$ cat src/rtl/fetch_ctrl.sv
// fetch_ctrl: run-control FSM and program counter for the 8-bit core.
// It waits for a start request, steps the PC with stall/absolute/relative
// jump handling, and halts at END_ADDR with a registered done flag. It also
// keeps a saturating count of RUN cycles for benchmarking.
module fetch_ctrl #(
    parameter int D          = 12,
    parameter int START_ADDR = 0,
    parameter int END_ADDR   = 128,
    parameter int CW         = 16
) (
    input  logic          clk,
    input  logic          reset,
    input  logic          req,
    input  logic          stall,
    input  logic          absjump_en,
    input  logic          reljump_en,
    input  logic [D-1:0]  target,
    output logic [D-1:0]  prog_ctr,
    output logic          fetch_valid,
    output logic          done,
    output logic [CW-1:0] cycle_cnt
);

    localparam logic [D-1:0]  START_PC = D'(START_ADDR);
    localparam logic [D-1:0]  END_PC   = D'(END_ADDR);
    localparam logic [CW-1:0] CNT_MAX  = {CW{1'b1}};

    typedef enum logic [1:0] {
        ST_IDLE = 2'd0,
        ST_RUN  = 2'd1,
        ST_DONE = 2'd2
    } state_t;

    state_t        state_r;
    state_t        state_nxt_s;
    logic [D-1:0]  pc_r;
    logic [D-1:0]  pc_nxt_s;
    logic [CW-1:0] cnt_r;
    logic [CW-1:0] cnt_nxt_s;
    logic          done_r;
    logic          at_end_s;
    logic          fetch_valid_s;

    assign at_end_s      = (pc_r == END_PC);
    assign fetch_valid_s = (state_r == ST_RUN) && !at_end_s;

    // Next-state, next-PC and next-count logic for the run-control FSM.
    always_comb begin
        state_nxt_s = state_r;
        pc_nxt_s    = pc_r;
        cnt_nxt_s   = cnt_r;
        case (state_r)
            ST_IDLE: begin
                if (req) begin
                    state_nxt_s = ST_RUN;
                    pc_nxt_s    = START_PC;
                    cnt_nxt_s   = {CW{1'b0}};
                end else begin
                    state_nxt_s = ST_IDLE;
                end
            end
            ST_RUN: begin
                // Every RUN cycle counts, including stalls and the halt cycle.
                if (cnt_r != CNT_MAX) begin
                    cnt_nxt_s = cnt_r + CW'(1);
                end else begin
                    cnt_nxt_s = cnt_r;
                end
                if (at_end_s) begin
                    // The halt address is never executed; PC parks on it.
                    state_nxt_s = ST_DONE;
                    pc_nxt_s    = pc_r;
                end else if (stall) begin
                    pc_nxt_s = pc_r;
                end else if (absjump_en) begin
                    pc_nxt_s = target;
                end else if (reljump_en) begin
                    // D-bit add is the two's complement offset, modulo 2^D.
                    pc_nxt_s = pc_r + target;
                end else begin
                    pc_nxt_s = pc_r + D'(1);
                end
            end
            ST_DONE: begin
                // Require req to drop before a new program may start.
                if (!req) begin
                    state_nxt_s = ST_IDLE;
                end else begin
                    state_nxt_s = ST_DONE;
                end
            end
            default: begin
                state_nxt_s = ST_IDLE;
                pc_nxt_s    = START_PC;
                cnt_nxt_s   = {CW{1'b0}};
            end
        endcase
    end

    // State, PC, cycle counter and done registers with asynchronous reset.
    always_ff @(posedge clk or posedge reset) begin
        if (reset) begin
            state_r <= ST_IDLE;
            pc_r    <= START_PC;
            cnt_r   <= {CW{1'b0}};
            done_r  <= 1'b0;
        end else begin
            state_r <= state_nxt_s;
            pc_r    <= pc_nxt_s;
            cnt_r   <= cnt_nxt_s;
            done_r  <= (state_nxt_s == ST_DONE);
        end
    end

    assign prog_ctr    = pc_r;
    assign fetch_valid = fetch_valid_s;
    assign done        = done_r;
    assign cycle_cnt   = cnt_r;

endmodule

$ cat config.mk
export PLATFORM = sky130hd
export DESIGN_NAME = fetch_ctrl
export DESIGN_NICKNAME = d
export VERILOG_FILES = /design/src/rtl/fetch_ctrl.sv
export SDC_FILE = /design/constraint.sdc
export NUM_CORES = 1
export LEC_CHECK = 0
export CAP_MARGIN = 40
export CORE_ASPECT_RATIO = 0.9
export CORE_MARGIN = 3
export CORE_UTILIZATION = 46
export CTS_CLUSTER_SIZE = 16
export DETAILED_ROUTE_END_ITERATION = 10
export PLACE_DENSITY = 0.74
export SYNTH_ARGS = -nofsm -noshare
export SYNTH_HDL_FRONTEND = slang
export SYNTH_SLANG_ARGS = --single-unit
$ cat constraint.sdc
create_clock -name clk -period 1.9 [get_ports clk]
set_input_delay 0.38 -clock clk [delete_from_list [all_inputs] [get_ports clk]]
set_output_delay 0.38 -clock clk [all_outputs]
set_load 0.05 [all_outputs]
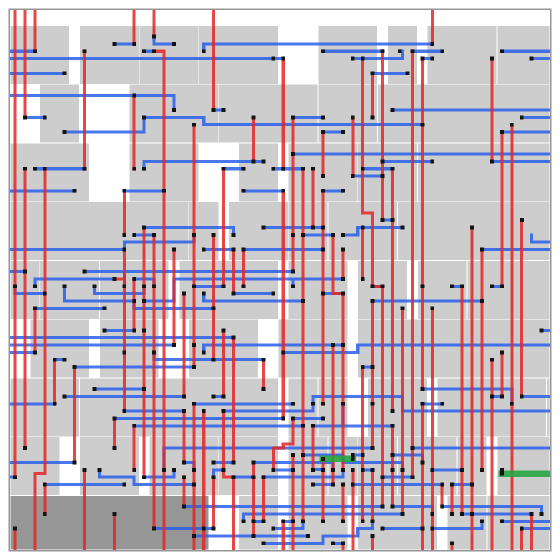
Fig. 1. Close-up of the layout (run 1).
Window x 46 to 71, y 41 to 66 um. Cells in gray, sequential cells in the stronger gray; small squares are vias.
Key: red = M2; green = M3; blue = M1
Sequential cells in the window: 1. 59 logic cells have their middle in the window. Netlist names of flops here include `prog_ctr` (1). Most frequent: buf_4 (11), ha_4 (5).

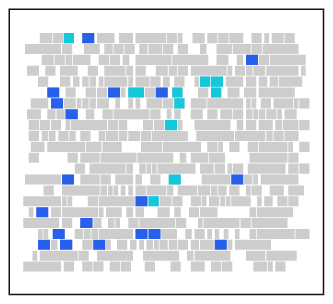
Fig. 2. Selected gate families (run 1).
Drawn at 4 px/um.
Key: cyan = non-inverting ao/oa cells [cells 10, most used o21a_1]; blue = xor and xnor cells [cells 19, most used xor2_1]

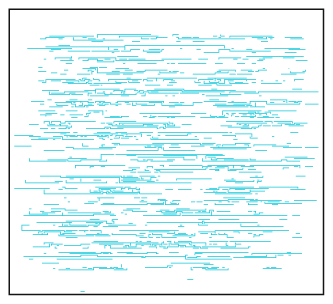
Fig. 3. Met1 routing (run 1).
Drawn at 4 px/um.
356 nets have wire on it. The layer carries 3,020 um of wire. The wires run mostly horizontal.
overall via count from detail_route: 2,255
total routed wirelength: 6.51 mm
met1 GRT Util: 33.6%

==> run 1: cells in the final DEF, fill, tap and decap left out, types with 5 or more instances in the layout <==
cell type	n
a21oi_1	10
and2_1	5
and2_4	5
buf_4	79
buf_6	7
clkbuf_8	6
clkdlybuf4s50_1	9
dfrtp_1	19
dfrtp_2	12
ha_4	8
inv_1	6
nand2_1	22
nand3_1	9
nor2_1	23
o21ai_0	10
o21ai_1	6
o31ai_1	8
xnor2_1	9
xor2_1	10
==> run 1: worst register-to-register path: cells and delay by family, from the launching register on <==
family	cells	cell delay, ns
buffers and inverters	1	0.05
DFF	1	0.42
AOI/OAI and AO/OA	5	1.02
and+or+nand+nor	1	0.05
adders and majority gates	2	0.36
==> run summary, run 1 <==
State of the implementation.

- The commonest register cell is dfrtp_1.
- Summed over all layers, the global routing overflow is 0.
- The clock net sink count is 31, for reference.
- The clock-net power is 0.511 mW, for reference.
- Overall power consumption after layout is estimated at 4.41 mW.
- From the final report, the count of setup violators was given as 7.
- Per the detail_route log, the uppermost layer with routed signals is met4.
- The power in combinational cells is 2.78 mW, for reference.
- The routability-driven placement congestion ratio is 0.894, for reference.
- The analysis reports a worst IR drop on VDD of 0.000870 V.
- Global routing consumed, over all layers together, 24.2% of the routing resources.
- The floorplan has 22 rows.
- Tracing the worst setup path back leads to its startpoint at target[2].
- In the final design database the tool counted about 380 nets.
- The number of maximum-capacitance violations recorded for the run is 0.
- The count of inverters not on the clock network in the layout is 8, for reference.
- The insertion delay of the later-clocked pin in the worst-skew pair is between 0.2 and 0.3 ns, for reference.
- The transition time recorded at the tightest slew-check pin is 0.491 ns.
- Entering global routing, the biggest net connects 32 pins.
- For this run, combinational gates with multiple inputs come to 198.
- The mean post-synth cell area is around 9 um2, for reference.
- The count of non-CTS buffers in the layout is about 110, for reference.
- On the critical path the largest part of the delay comes from AND-OR/OR-AND gates.
- At floorplan, the net count of the design was reported as 276.
- At the end of the flow the core is filled with cells to 79.9%.
- The number of hold buffers added after CTS is 0, for reference.
- The count of nets left with antenna violations after detail routing is 0, for reference.
- The part of the power in combinational logic is 63.0%, for reference.
- The worst register-to-register path ends at prog_ctr[6].
- In the routed layout, each cell is associated on average with a via count of ~5.5.
- In this run the tightest slew margin relative to its limit is around two thirds.
- The net switching fraction of the power is 46.4%, for reference.
- The wire length on met3 is 305 um, for reference.
- Before antenna repair, the detailed router went through 4 iterations.
- The via count of the first global-routing pass is 2,178, for reference.
- The average wire per standard cell is 15.9 um, for reference.
- The final design instance area without fill is 0.00343 mm2, for reference.
- In the final layout, the share of cells above drive strength 1 is between 40 and 50%.
- The most popular library cell in the synthesized design by count is dfrtp_1, for reference.
- In the post-synthesis netlist, the biggest area contributors are dfrtp_1 (36%), ha_1 (7.0%), o21ai_0 (4.4%).
- The clock tree buffer depth is 2, for reference.
- Post-CTS repair changed the size of approximately 42 cells.
- The checks that failed: negative setup slack.
- The initial utilization of the core area, before any placement, comes to 50.2%.
- The post-CTS setup repair buffer count is 6, for reference.
- The critical path class is primary input to flop, for reference.
- The H-tree was split into 2 levels.
- The final total negative setup slack is -0.341 ns, for reference.
- The largest contributor to cell area by class is logic gates, for reference.
- The flow ran to the end, but the final reports show violations.
- The relative area of non-clock buffer cells in the final design is 25.7%, for reference.
- The met2 track demand over resource in global routing is about 40%, for reference.
- The clock transition at the register clock pins on the worst setup and hold paths after CTS is 0.07 ns, for reference.
- The setup check on the worst reg-to-reg path leaves a slack of -0.08 ns.
- The max-slew violation count is 0, for reference.
- The simple-gate share of the synthesized area is 25.1%, for reference.
- Of the total power, registers draw between 20% and 30%.
- The script reports the combined buffer and inverter count of the critical path as 1.
- The clock buffers instantiated in the layout total 6.
- Summing the areas of all fa, ha and maj instances in the mapped netlist gives 7.89% of the synthesized area.
- The gate count after technology mapping is 245, for reference.
- After layout the clock buffers and inverters come to 2.55% of cell area.
- The biggest fanout along the worst timing path is 2, for reference.
- The main power-consuming group is combinational cells, for reference.
- Yosys reports the multiplexer fraction of the synthesized area as 0.464%.
- The clock network power share is 11.6%, for reference.
- The DRC violation total left in the routed layout is recorded as 0.
- The number of synthesized register bits is 31, for reference.
- The cell leakage power is 1.53 nW, for reference.
- The area of the chip is 0.00555 mm2, for reference.
- Dividing the final minimum period by the clock period gives 105%.
- The CTS tree is built, for reference.
- Yosys mapped a number of flops with a built-in enable equal to 0.
- The required time of the critical path is 2.08 ns, for reference.
- The final layout report lists a filler cell count of 302.
- The number of well taps is around 60, for reference.
- The die outline height is 70.9 um, for reference.
- The final-layout worst hold slack is 0.479 ns, for reference.
- After global routing, the most crowded layer is met2.
- In this run the horizontal extent of the chip is 78.2 um.
- Setup repair after global routing could not meet its margin everywhere.
- The power dissipated in sequential cells is roughly 1.1 mW, for reference.
- The cell sequence reported for the critical path is dlygate4sd2_1 > and2_4 > ha_4 > nor2b_2 > o31a_1 > o21a_1 > o21a_1 > o31a_1 > o31ai_1.
- The standard cell core area is 0.00429 mm2, for reference.
- The placed wire-length estimate is 4.66 mm, for reference.
- The share of flip-flops with an asynchronous set or reset after synthesis is 100%, for reference.
- Relative to the synthesized area, the layout overhead comes to 59.1%.
- Setup slack on the critical path of the routed design comes to -0.0986 ns.
==> run 2: changes to the inputs <==
Settings changed: GPL_ROUTABILITY_DRIVEN set to 0, SKIP_LAST_GASP set to 1.
==> run 2 against run 1 <==
Count of clock-buffer cells in the layout stayed put. Critical endpoint unchanged. The run still ends with negative setup slack left. Largest cell class unchanged. Clock skew stayed put. Worst setup slack unchanged. Sequential power barely moved. Global-route usage is the same. Via count unchanged. Sequential share of layout area unchanged. Cell count stayed put. Synthesized area is the same.
==> run summary, run 2 <==
State of the implementation.

- By area the synthesized netlist is led by dfrtp_1 (36%), ha_1 (7.0%), o21ai_0 (4.4%).
- The adder-cell area share of the yosys netlist is a little under 8%, for reference.
- The layout has 302 filler cells.
- The timing report gives the clock slew at the launch and capture registers of the worst setup and hold paths as ~0.070 ns.
- The largest contributor to cell area by class is logic gates, for reference.
- Relative to the synthesized area, the layout overhead comes to 59.1%.
- Endpoints with negative setup slack in the final report add up to 7.
- In the routed layout, each cell is associated on average with a via count of 5.50.
- Max-cap violations in this run came to 0.
- The most common cell after layout, fill and taps aside is buf_4, for reference.
- The net count after synthesis is roughly 280.
- The flow ran to the end, but the final reports show violations.
- The mean post-synth cell area is 8.80 um2, for reference.
- The count of non-CTS buffers in the layout is 106, for reference.
- Measured against the total synthesized area, the mux share comes to 0.464%.
- The most utilized layer in the global route result is met2, for reference.
- Overall power consumption after layout is estimated at between 4 and 5 mW.
- Of the total synthesized cell area, the portion taken by AND, OR, NAND and NOR gates is 25.1%.
- The power in combinational cells is roughly 2.8 mW, for reference.
- The clock buffer count is 6, for reference.
- The dominant synthesized flop cell is dfrtp_1, for reference.
- The synthesized design contains 31 register bits.
- The flow inserted ~60 tap cells.
- Entering global routing, the biggest net connects 32 pins.
- Per the CTS log, the maximum H-tree level is 2.
- The kind of cell adding the most delay to the critical path is AND-OR/OR-AND gates, for reference.
- CTS reports a maximum clock tree buffer depth of 2.
- TritonCTS built the clock tree.
- The net switching fraction of the power is 46.4%, for reference.
- The DRC violation count after routing is 0, for reference.
- Per the timing report, the biggest fanout along the worst path comes to 2.
- The flow reports that the clock network draws 11.6% of the design power.
- The die outline height is 70.9 um, for reference.
- The most popular library cell in the synthesized design by count is dfrtp_1, for reference.
- The max-slew violation count is 0, for reference.
- The met2 track demand over resource in global routing is 39.7%, for reference.
- Hold is met by 0.479 ns.
- Per the cell usage report, the commonest logic cells after layout are buf_4 (79), nor2_1 (23), nand2_1 (22), dfrtp_1 (19), dfrtp_2 (12).
- The row count is 22, for reference.
- The relative area of non-clock buffer cells in the final design is 25.7%, for reference.
- In this run, power in flip-flops and latches comes to 1.12 mW.
- The total area inside the core boundary comes to approximately 0.0043 mm2.
- The global routing report lists met1 layer usage as 33.6%.
- OpenROAD reports that the post-layout worst path occupies 105% of the period.
- In the layout the tool counted multi-input logic cells amounting to slightly below 200.
- The all-layer global routing usage is 24.2%, for reference.
- The count of inverters not on the clock network in the layout is 8, for reference.
- The final standard cell utilization of the core is 79.9%, for reference.
- The cell sequence reported for the critical path is dlygate4sd2_1 > and2_4 > ha_4 > nor2b_2 > o31a_1 > o21a_1 > o21a_1 > o31a_1 > o31ai_1.
- The post-route netlist has roughly 45% of its cells at a drive strength greater than 1.
- The critical path class is primary input to flop, for reference.
- The checks that failed: negative setup slack.
- The max-slew headroom at the worst pin is around two thirds, for reference.
- The met3 demand-to-capacity share in global routing is 4.71%, for reference.
- Setup repair after global routing could not meet its margin everywhere.
- The biggest slice of the total power is consumed by combinational cells.
- Per the OpenROAD floorplan log, the width of the die is 78.2 um.
- The wire-length estimate of the detail-placed layout is 4.66 mm.
- The slew at the pin closest to its max-slew limit is 0.491 ns, for reference.
- The number of buffers and inverters on the critical path is 1.
- The area of the chip is 0.00555 mm2, for reference.
- Per the GRT congestion report, total overflow comes to 0.
- The final design instance area without fill is 0.00343 mm2, for reference.
- The share of flip-flops with an asynchronous set or reset after synthesis is 100%, for reference.
- Setup total negative slack on the finished layout was measured at -0.341 ns.
- The minimum setup slack in the final design is -0.0986 ns, for reference.
- The cell leakage power is approximately 1.5 nW, for reference.
- The via count is 2,255, for reference.
- Synthesis produced 245 cells.
- The clock network area share is under 10%, for reference.
-- run 2: cell counts in the layout (fill, tap and decap cells not counted) --
No cell type changed its count.
-- run 2: final timing paths --
path,from,to,slack (ns)
max in group asynchronous,reset,prog_ctr[3],1.10
hold / removal,reset,cycle_cnt[8],0.48
min in group clk,target[0],prog_ctr[0],0.48
hold reg to reg,state_r[1],state_r[0],0.53
setup reg to reg,prog_ctr[0],prog_ctr[6],-0.08
setup / recovery,target[2],prog_ctr[6],-0.1
-- run 2: layer usage --
layer  part of all wire, %  wire, um
met1                    46      3020
met2                    48      3130
met3                   4.7       305
met4                  0.84        55
met5                     0         0
-- run 2: timing repair --
action	4_1_cts	5_1_grt
pin swaps	21	19
resized	42	28
buffers inserted	6	5
endpoints found under the setup margin	11	25
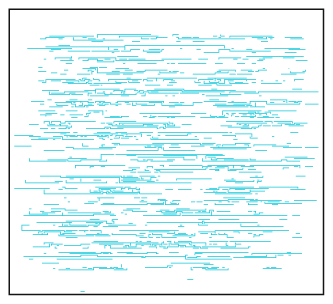
Fig. 4. Met1 routing (run 2).
Drawn at 4 px/um.
The layer holds 46% of the routed length. 356 nets have wire on it.

Power is estimated from default activity; no workload was simulated.
